### The metal 1 layer

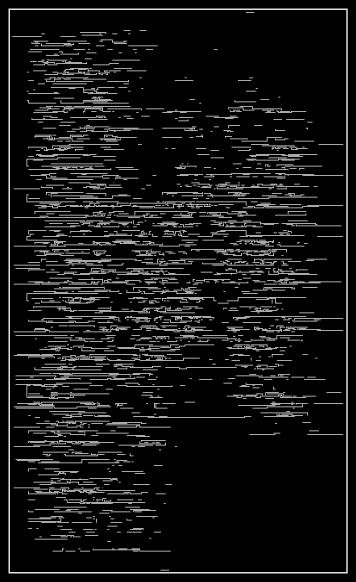
### Routing congestion map

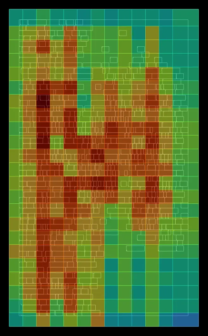
### The metal 2 layer

The bar under the picture is 20 µm long.
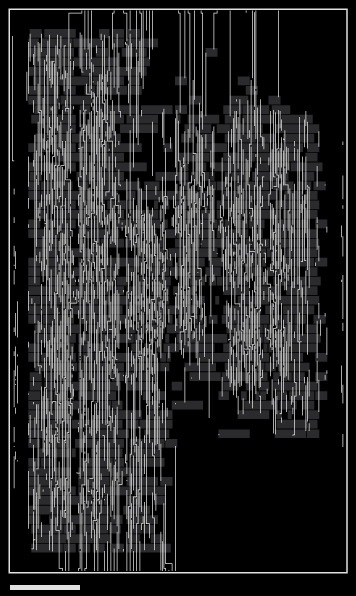
### Met4 routing

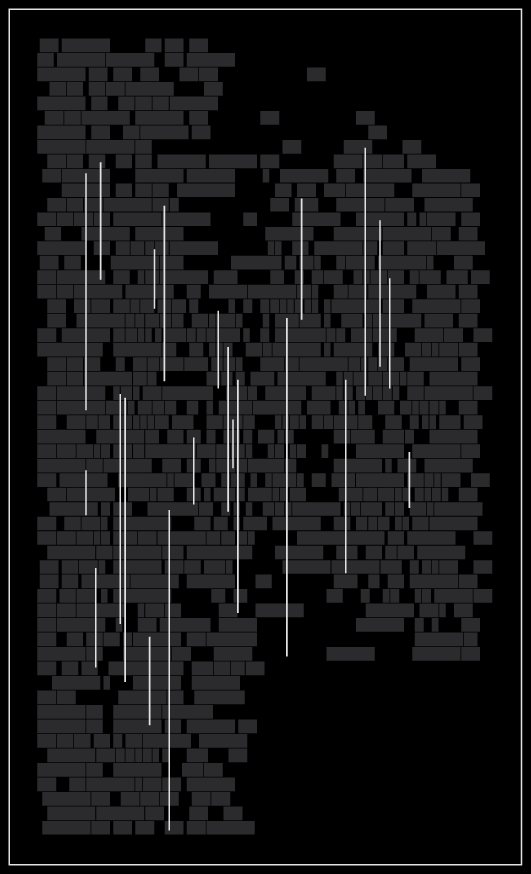
==> config.mk <==
export PLATFORM = sky130hd
export DESIGN_NAME = fetch_unit
export DESIGN_NICKNAME = d
export VERILOG_FILES = /design/src/rtl/fetch_unit.sv
export SDC_FILE = /design/constraint.sdc
export NUM_CORES = 1
export LEC_CHECK = 0
export ABC_CLOCK_PERIOD_IN_PS = 3900
export CORE_ASPECT_RATIO = 1.75
export CORE_MARGIN = 5
export CORE_UTILIZATION = 46
export CTS_CLUSTER_DIAMETER = 80
export DETAILED_ROUTE_END_ITERATION = 7
export PLACE_DENSITY = 0.87
export SKIP_LAST_GASP = 1
export SLEW_MARGIN = 20
export SYNTH_ARGS = -nofsm -noshare
export SYNTH_HDL_FRONTEND = slang
export SYNTH_SLANG_ARGS = --single-unit
export TNS_END_PERCENT = 10
==> constraint.sdc <==
create_clock -name clk -period 3.9 [get_ports clk]
set_clock_uncertainty 0.1 [all_clocks]
set_input_delay 0.78 -clock clk [delete_from_list [all_inputs] [get_ports clk]]
set_output_delay 0.78 -clock clk [all_outputs]
set_load 0.005 [all_outputs]
==> impl_metrics.tcl <==
# implementation run metrics
set metrics [dict create \
    die_h_um 160 \
    rrSetupSlack_ps 190 \
    antenna_cells 0 \
    grt_pass1_wl_mm 29.4 \
    ir_drop_mv 0.315 \
    overflow 0 \
    warnings 30 \
    area_share_nonclk_buffers_pct 18.5 \
    gp_congestion 0.918 \
    layout.cells.most_common "clkdlybuf4s50_1" \
    crit_top_cell "ha_1" \
    netlist_instances 534 \
    core_um2 12800 \
    maxCapViolCount 0 \
    ys_warn_count 0 \
    fmax_mhz 270 \
    r2r_cells 11 \
    pre_cts_ws_ps 203 \
    synth_area_um2 5940 \
    initCoreUtil_pct 46.4 \
    top_cell_area_share_pct 48.0 \
    drt_iter0_drc 344 \
    path_buffers 2 \
    largest_reg_flops 64 \
    htree_levels 4 \
    most-common-layout-cells "129 x clkdlybuf4s50_1, 113 x dfrtp_1, 71 x nand2_1" \
    layout-drive-gt1-share_pct 15.6 \
    dr.pass1.iters 5 \
    cp.arrival_ps 3910 \
    num-clock-buffers 18 \
    combAreaFraction_pct 32.6 \
    ant_nets 0 \
    grt_pass1_vias 5552 \
    power_density_nw_per_um2 383 \
    yosysUniqueCellTypes 54 \
    ios 130 \
    setup_viol 0 \
    yosysTopAreaCell "dfrtp_1" \
    hp-class "reg2reg" \
    cp_max_fo 8 \
    ys_chip_area_um2 5940 \
    timing.hold.ws_ps 373 \
    syn-num-nets 575 \
    viasPerCell 5.79 \
    design_area_um2 8180 \
    cts_buffers 17 \
    seq_area_um2 3120 \
    fin_ws_ps 193 \
    synthArstFlopShare_pct 100 \
    most_common_cell "dfrtp_1" \
    slew_headroom_pct 52.9 \
    rows 55 \
    largest_class "sequential cells" \
    synth.area.top_cells "dfrtp_1 48%, a22o_1 4.7%, nand2_1 4.6%, dfstp_2 4.4%, mux2_2 4.2%" \
    design.seq.count 124 \
    tap_cells 171 \
    finalPower_mw 3.13 \
    yosys_cells 534 \
    nets 722 \
    drcViolationCount 0 \
    rsz0062_at_grt "false" \
    path_clk_slew_ps 60 \
    finalCritPeriodShare_pct 95.1 \
    cp.required_ps 4100 \
    n_all_inverters 13 \
    yosys-top-cells-count "114 x dfrtp_1, 72 x nand2_1, 49 x o21ai_0" \
    fin_tns_setup_ps 0 \
    path_depth 11 \
    worstSetupPathType "reg2reg" \
    die_area_um2 15400 \
    seq_area_share_pct 38.1 \
    leakage_nw 3.51 \
    hold_viol_final 0 \
    postSynthSeqShare_pct 52.5 \
    fin_util_pct 63.9 \
    numSynthFlops 124 \
    place_area_um2 7540 \
    n_fill_cell 947 \
    port_buffers 129 \
    numClockSinks 124 \
    syn_to_final_growth_pct 37.7 \
    slew_viol_final 0 \
    holdPathStages 2 \
    grt_max_degree 47 \
    cts_root_buf "clkbuf_16" \
    insertion_delay_ps 410 \
    slowest_delay_ps 600 \
    outcome "complete, no violations" \
    die-width_um 95.9 \
    place_inst 832 \
]
-- 'The metal 1 layer' (at the start) --
share of all routed wire: 35%
wire length on this layer: 6260 µm
longest straight run: 27.6 µm
WL final: 18.0 mm
detailed-route via count: 5009
met1 GRT Util: 26.3%

-- 'Routing congestion map' (at the start) --
met2 usage: 45.4%
Total GRT Usage: 24.8%
routed length per placed instance: 20.8 µm
grt peak-use layer: met2
grt met3 use: 5.90%

-- 'The metal 2 layer' (at the start) --
nets with wire on the layer: 663
share of all routed wire: 56%

-- 'Met4 routing' (at the start) --
wire length on this layer: 643 µm
nets with wire on the layer: 20
main direction: vertical
longest straight run: 63.2 µm

## what timing repair did
item	4_1_cts	5_1_grt
hold buffers	0	0
buffers inserted	0	0
gates resized	0	2
setup endpoints to repair	0	4
endpoints found under the hold margin	0	0
## power by group
| group | leakage [nW] | switching [mW] | internal [mW] |
|---|---|---|---|
| combinational | 1.55 | 0.0942 | 0.0726 |
| clock | 0.295 | 0.633 | 1.02 |
| sequential | 1.67 | 0.0157 | 1.29 |
## kinds of logic after synthesis
logic type      share of synthesized area (%)
xor+xnor                                 2.65
mux                                      7.71
fa+ha+maj                                4.17
buf+inv                                  2.74
flops                                    52.5
compound gates                           18.5
simple gates                             11.8
## per-layer routing
layer / global-route usage (%) / wire [µm]
met3: 5.90 / 990
met4: 10.7 / 643
met1: 26.3 / 6260
met5: 0 / 0
met2: 45.4 / 10100
No activity file was given, so power comes from the tool's default toggle rates.
